`config.mk`:
```
export PLATFORM = sky130hd
export DESIGN_NAME = debounce_module
export DESIGN_NICKNAME = d
export VERILOG_FILES = /design/src/rtl/debounce_channel.sv /design/src/rtl/debounce_module.sv
export SDC_FILE = /design/constraint.sdc
export NUM_CORES = 1
export LEC_CHECK = 0
export ABC_CLOCK_PERIOD_IN_PS = 2300
export CAP_MARGIN = 20
export CORE_UTILIZATION = 55
export CTS_CLUSTER_DIAMETER = 40
export DETAILED_ROUTE_END_ITERATION = 8
export PLACE_DENSITY = 0.85
export REMOVE_ABC_BUFFERS = 1
export SKIP_LAST_GASP = 1
export SLEW_MARGIN = 20
export SYNTH_ARGS = -nofsm -noshare
export SYNTH_HDL_FRONTEND = slang
export SYNTH_SLANG_ARGS = --single-unit
```
`constraint.sdc`:
```
create_clock -name clkin -period 2.3 [get_ports clkin]
set_clock_uncertainty 0.2 [all_clocks]
set_input_delay 0.46 -clock clkin [delete_from_list [all_inputs] [get_ports clkin]]
set_output_delay 0.46 -clock clkin [all_outputs]
set_load 0.01 [all_outputs]
```
`src/rtl/debounce_channel.sv`:
```
// One debounced button channel: counts consecutive sample ticks that disagree
// with the accepted level and commits the new value after STABLE_TICKS of them.
module debounce_channel #(
    parameter int STABLE_TICKS = 10
) (
    input  logic clkin,
    input  logic rst,
    input  logic tick,
    input  logic samp,
    output logic level,
    output logic press,
    output logic rel
);

    localparam int CW = $clog2(STABLE_TICKS + 1);
    localparam logic [CW-1:0] LAST = CW'(STABLE_TICKS - 1);

    logic [CW-1:0] cnt;

    always_ff @(posedge clkin) begin
        if (rst) begin
            cnt   <= '0;
            level <= 1'b0;
            press <= 1'b0;
            rel   <= 1'b0;
        end else begin
            press <= 1'b0;
            rel   <= 1'b0;
            if (tick) begin
                // Any agreeing sample restarts the run; the count clears on acceptance so it never wraps.
                if (samp == level) begin
                    cnt <= '0;
                end else if (cnt == LAST) begin
                    level <= samp;
                    cnt   <= '0;
                    press <= samp;
                    rel   <= ~samp;
                end else begin
                    cnt <= cnt + CW'(1);
                end
            end
        end
    end

endmodule

```
`src/rtl/debounce_module.sv`:
```
// Multi-channel push-button debouncer: shared synchronisers, polarity and
// sample-tick edge detect feeding one debounce_channel per button.
module debounce_module #(
    parameter int WIDTH        = 4,
    parameter int STABLE_TICKS = 10,
    parameter bit ACTIVE_LOW   = 1'b0
) (
    input  logic             clkin,
    input  logic             rst,
    input  logic             tick_clk,
    input  logic [WIDTH-1:0] btn_in,
    output logic [WIDTH-1:0] btn_level,
    output logic [WIDTH-1:0] btn_press,
    output logic [WIDTH-1:0] btn_release
);

    // Pin value of a released button; also the XOR mask that maps pins to pressed=1.
    localparam logic [WIDTH-1:0] IDLE = {WIDTH{ACTIVE_LOW}};

    logic [WIDTH-1:0] sync_p0;
    logic [WIDTH-1:0] sync_p1;
    logic [WIDTH-1:0] samp;
    logic             tick_d;
    logic             tick;

    always_ff @(posedge clkin) begin
        if (rst) begin
            sync_p0 <= IDLE;
            sync_p1 <= IDLE;
            tick_d  <= 1'b0;
        end else begin
            sync_p0 <= btn_in;
            sync_p1 <= sync_p0;
            tick_d  <= tick_clk;
        end
    end

    assign samp = sync_p1 ^ IDLE;
    assign tick = tick_clk & ~tick_d;

    for (genvar i = 0; i < WIDTH; i++) begin : g_ch
        debounce_channel #(
            .STABLE_TICKS(STABLE_TICKS)
        ) u_ch (
            .clkin(clkin),
            .rst  (rst),
            .tick (tick),
            .samp (samp[i]),
            .level(btn_level[i]),
            .press(btn_press[i]),
            .rel  (btn_release[i])
        );
    end

endmodule

```
### Track usage over the die

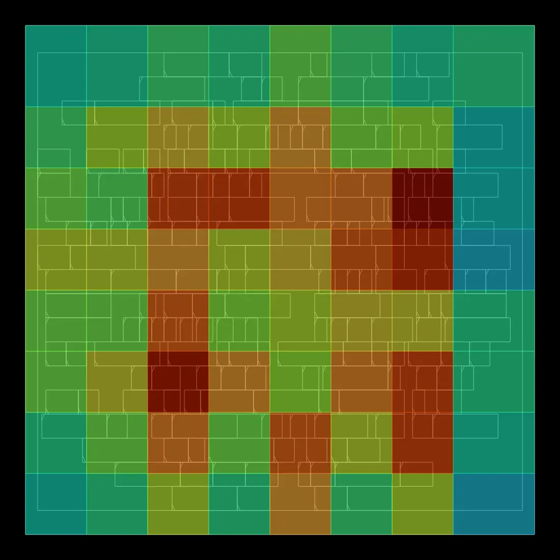
routed length per placed instance: 13.1 µm
Core Util, Final: 66.9%
met2 capacity usage during global routing: 36.0%
GR met1 Demand/Resource: 23.1%
overall routing resource usage: 20.4%

### Metal 2

Bar = 20 µm.
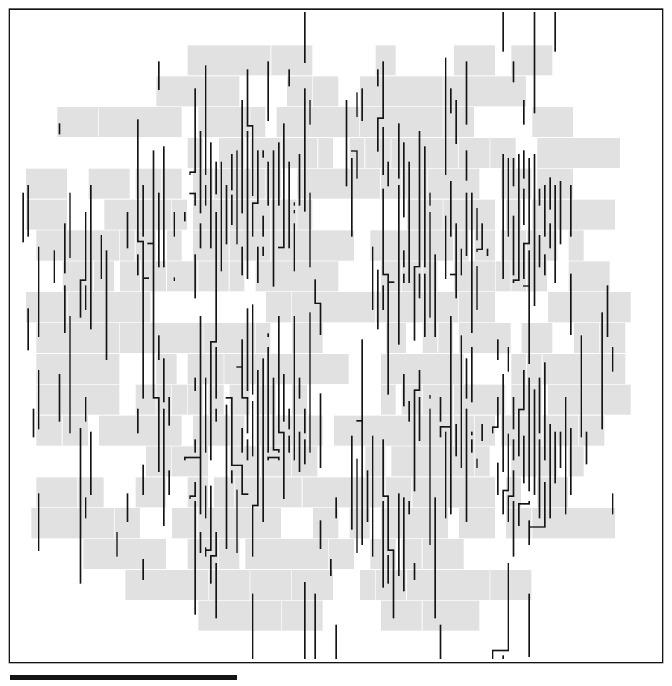
177 nets have wire on it. The layer carries 1490 µm of wire. The wires run mostly vertical.

### Drive-strength map

Bar = 20 µm.
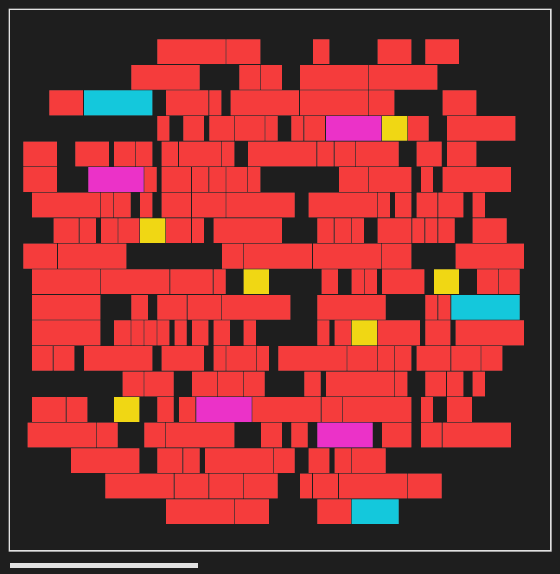
_6 and larger: marked cyan, cells 3. _3 and _4 cells: marked yellow, cells 6. _0 and _1 cells: marked red, cells 179. _2 cells: marked magenta, cells 4.

### Wiring by layer

Only two layers are drawn.
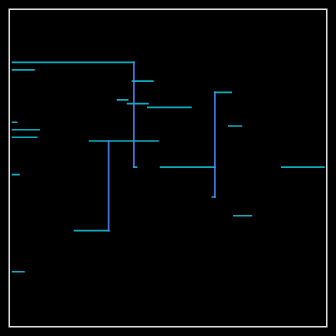
metal 4: marked blue, wire length 54.4 µm. metal 3: marked cyan, wire length 101 µm.

==> results.sh <==
# implementation run metrics
export IMPL_clockNetworkAreaShare_pct=2.91
export IMPL_dominant_cells="logic gates"
export IMPL_pre_cts_slack_ns=0.0630
export IMPL_hold_path_cell_count=1
export IMPL_multi_input_comb_area_um2=769
export IMPL_placedInstanceArea_um2=1840
export IMPL_power_combinational_total_w=0.0000658
export IMPL_post_synth_inst_count=184
export IMPL_top_layout_cells="sky130_fd_sc_hd__dfxtp_1 (37), sky130_fd_sc_hd__clkdlybuf4s50_1 (18), sky130_fd_sc_hd__inv_1 (16), sky130_fd_sc_hd__a21oi_1 (16), sky130_fd_sc_hd__nand2_1 (16)"
export IMPL_core_util_floorplan_pct=59.8
export IMPL_vias=1288
export IMPL_hold_path_startpoint="sync_p0[2]"
export IMPL_crit_required_ns=1.64
export IMPL_insertedDiodeCount=0
export IMPL_switching_share_pct=22.6
export IMPL_die_height_um=57.5
export IMPL_h_tree_depth=2
export IMPL_detailed_place_hpwl_um=1950
export IMPL_grt_most_used_layer="met2"
export IMPL_r2r_end="g_ch[1].u_ch.cnt[3]"
export IMPL_cellInternalPower_w=0.000825
export IMPL_count_of_multi_input_gates=111
export IMPL_clock_latency_on_the_worst_skew_pair_ns=0.33
export IMPL_grt_remaining_overflow=0
export IMPL_synthTopCellsByCount="sky130_fd_sc_hd__dfxtp_1 (37), sky130_fd_sc_hd__a21oi_1 (16), sky130_fd_sc_hd__inv_1 (16), sky130_fd_sc_hd__nand2_1 (16), sky130_fd_sc_hd__buf_4 (12)"
export IMPL_numSynthFlops=37
export IMPL_placedCellCount=216
export IMPL_synth_area_top_cells="sky130_fd_sc_hd__dfxtp_1 (44%), sky130_fd_sc_hd__ha_1 (5.9%), sky130_fd_sc_hd__buf_4 (5.3%)"
export IMPL_timing_worst_setup_path_type="flip-flop to output pin"
export IMPL_whs_endpoint="samp[2]"
export IMPL_timing_critical_path_to_type="output pin"
export IMPL_non_clock_buffer_area_share_pct=12.0
export IMPL_hold_violation_total_from_the_final_report=0
export IMPL_cts_resized_gates=0
export IMPL_r2r_worst_path_cells=3
export IMPL_worst_r2r_setup_slack_ns=0.65
export IMPL_p_leak_nw=0.624
export IMPL_layout_sequential_cells=37
export IMPL_max_freq_mhz=495
export IMPL_path_max_fanout=5
export IMPL_setup_tns_final_ns=0
export IMPL_synth_top_cell_by_count="sky130_fd_sc_hd__dfxtp_1"
export IMPL_combAreaFraction_pct=40.7
export IMPL_worst_r2r_startpoint="g_ch[1].u_ch.level"
export IMPL_synth_adder_area_share_pct=5.91
export IMPL_place_port_buffers=18
export IMPL_setup_ws_ns=0.279
export IMPL_top_layer_used="met4"
export IMPL_type_of_the_tightest_min_delay_check="flip-flop to flip-flop"
export IMPL_synth_warning_count=0
export IMPL_cts_num_sinks=37
export IMPL_yosys_cells=184
export IMPL_top_logic_kind="simple AND/OR/NAND/NOR gates"
export IMPL_period_minus_slack_ns=2.02
export IMPL_row_count=19
export IMPL_cts_buffer_depth=2
export IMPL_relSlewSlack_pct=81.3
export IMPL_synth_cellmix_simpleShare_pct=26.2
export IMPL_num_clock_buffers=7
export IMPL_final_instance_count_excl_fill=223
export IMPL_drv_max_cap_violation_count=0
export IMPL_cell_chain_of_the_critical_path="clkdlybuf4s50_1"
export IMPL_chip_area_um2=3300
export IMPL_number_of_enable_type_register_cells_in_the_synthesized_netlist=0
export IMPL_die_size_x_um=57.5
export IMPL_grt_met3_usage_pct=4.76
export IMPL_worstPathBufferInverterCount=1
export IMPL_endpoint="btn_level[0]"
export IMPL_seq_cell_power_w=0.000656
export IMPL_worstSetupPathDepth=1
export IMPL_cp_arrival_ns=1.36
export IMPL_synthesis_area_um2=1690
export IMPL_group_drawing_the_most_power="sequential cells"
export IMPL_gp_congestion=0.674
export IMPL_tritoncts="built"
export IMPL_yosys_cell_types_count=23
export IMPL_boundaryPins=19
export IMPL_share_of_total_power_in_sequential_cells_pct=61.6
export IMPL_outcome="completed"
export IMPL_cts_buffers_inserted=5
export IMPL_tapcell_inserted=31
export IMPL_flop_area_um2=741
export IMPL_seq_area_frac_synth_pct=43.8
export IMPL_drtPass1Iterations=7
export IMPL_m1WireLength_um=1290
export IMPL_wl_met2_um=1490
export IMPL_number_of_antenna_violations_at_the_first_check_in_global_routing=0
export IMPL_area_of_the_synthesized_netlist_per_yosys_stat_um2=1690
export IMPL_lay_top_count="sky130_fd_sc_hd__dfxtp_1"
export IMPL_registers_top_by_ff_count="g_ch.u_ch.cnt"
export IMPL_area_share_sequential_pct=39.2
export IMPL_timing_final_max_slew_violations=0
export IMPL_timing_critical_path_slowest_cell_delay_ns=0.58
export IMPL_critPathLaunch="g_ch[0].u_ch.level"
export IMPL_largest_reg_flops=16
export IMPL_drtIter0Drc=27
export IMPL_yosys_area_top_type="sky130_fd_sc_hd__dfxtp_1"
export IMPL_cts_root_buf="sky130_fd_sc_hd__clkbuf_4"
export IMPL_crit_slowest_cell="sky130_fd_sc_hd__clkdlybuf4s50_1"
export IMPL_inverters=16
export IMPL_vdd_drop_max_v=0.000335
export IMPL_xor_share_pct=3.84
export IMPL_setup_viol=0
export IMPL_floorplan_core_area_um2=2830
export IMPL_nFillCells=235
export IMPL_multiplexer_share_pct=0
export IMPL_total_switching_power_w=0.000241
export IMPL_p_comb_share_pct=6.2
export IMPL_post_drt_via_cell_ratio=5.78
export IMPL_totalWireLength_um=2930
export IMPL_postSynth_asyncResetShare_pct=0
export IMPL_area_growth_pct=11.8
export IMPL_number_of_nets_in_the_layout=207
export IMPL_synth_area_per_cell_um2=9.20
export IMPL_postCtsSetupBuffers=0
export IMPL_detailroute_wirelength_met3_um=101
export IMPL_cp_top_family="buffers and inverters"
export IMPL_power_per_cell_area_nw_per_um2=563
export IMPL_grt_pass1_wl_um=5290
export IMPL_post_route_cells_drive_above_1_share_pct=6.77
export IMPL_hold_slack_ns=0.250
export IMPL_tightestPinTransition_ns=0.280
export IMPL_number_of_global_route_vias_before_repair=1324
export IMPL_grt_setup_unrepaired="false"
export IMPL_power_frac_clock_pct=32.3
export IMPL_ff_type="sky130_fd_sc_hd__dfxtp_1"
export IMPL_post_synth_top_area_fraction_pct=43.8
export IMPL_cts_hold_buffers=0
export IMPL_openroad_warnings=29
export IMPL_postRouteAntennaNets=0
export IMPL_clk_power_w=0.000344
export IMPL_cp_start_kind="flip-flop"
export IMPL_drcViolationCount=0
export IMPL_aoi_share_pct=9.46
export IMPL_finalInstanceArea_um2=1890
export IMPL_p_total_w=0.00107
export IMPL_n_all_buffers=21
export IMPL_largest_net_degree_at_the_start_of_global_routing=38
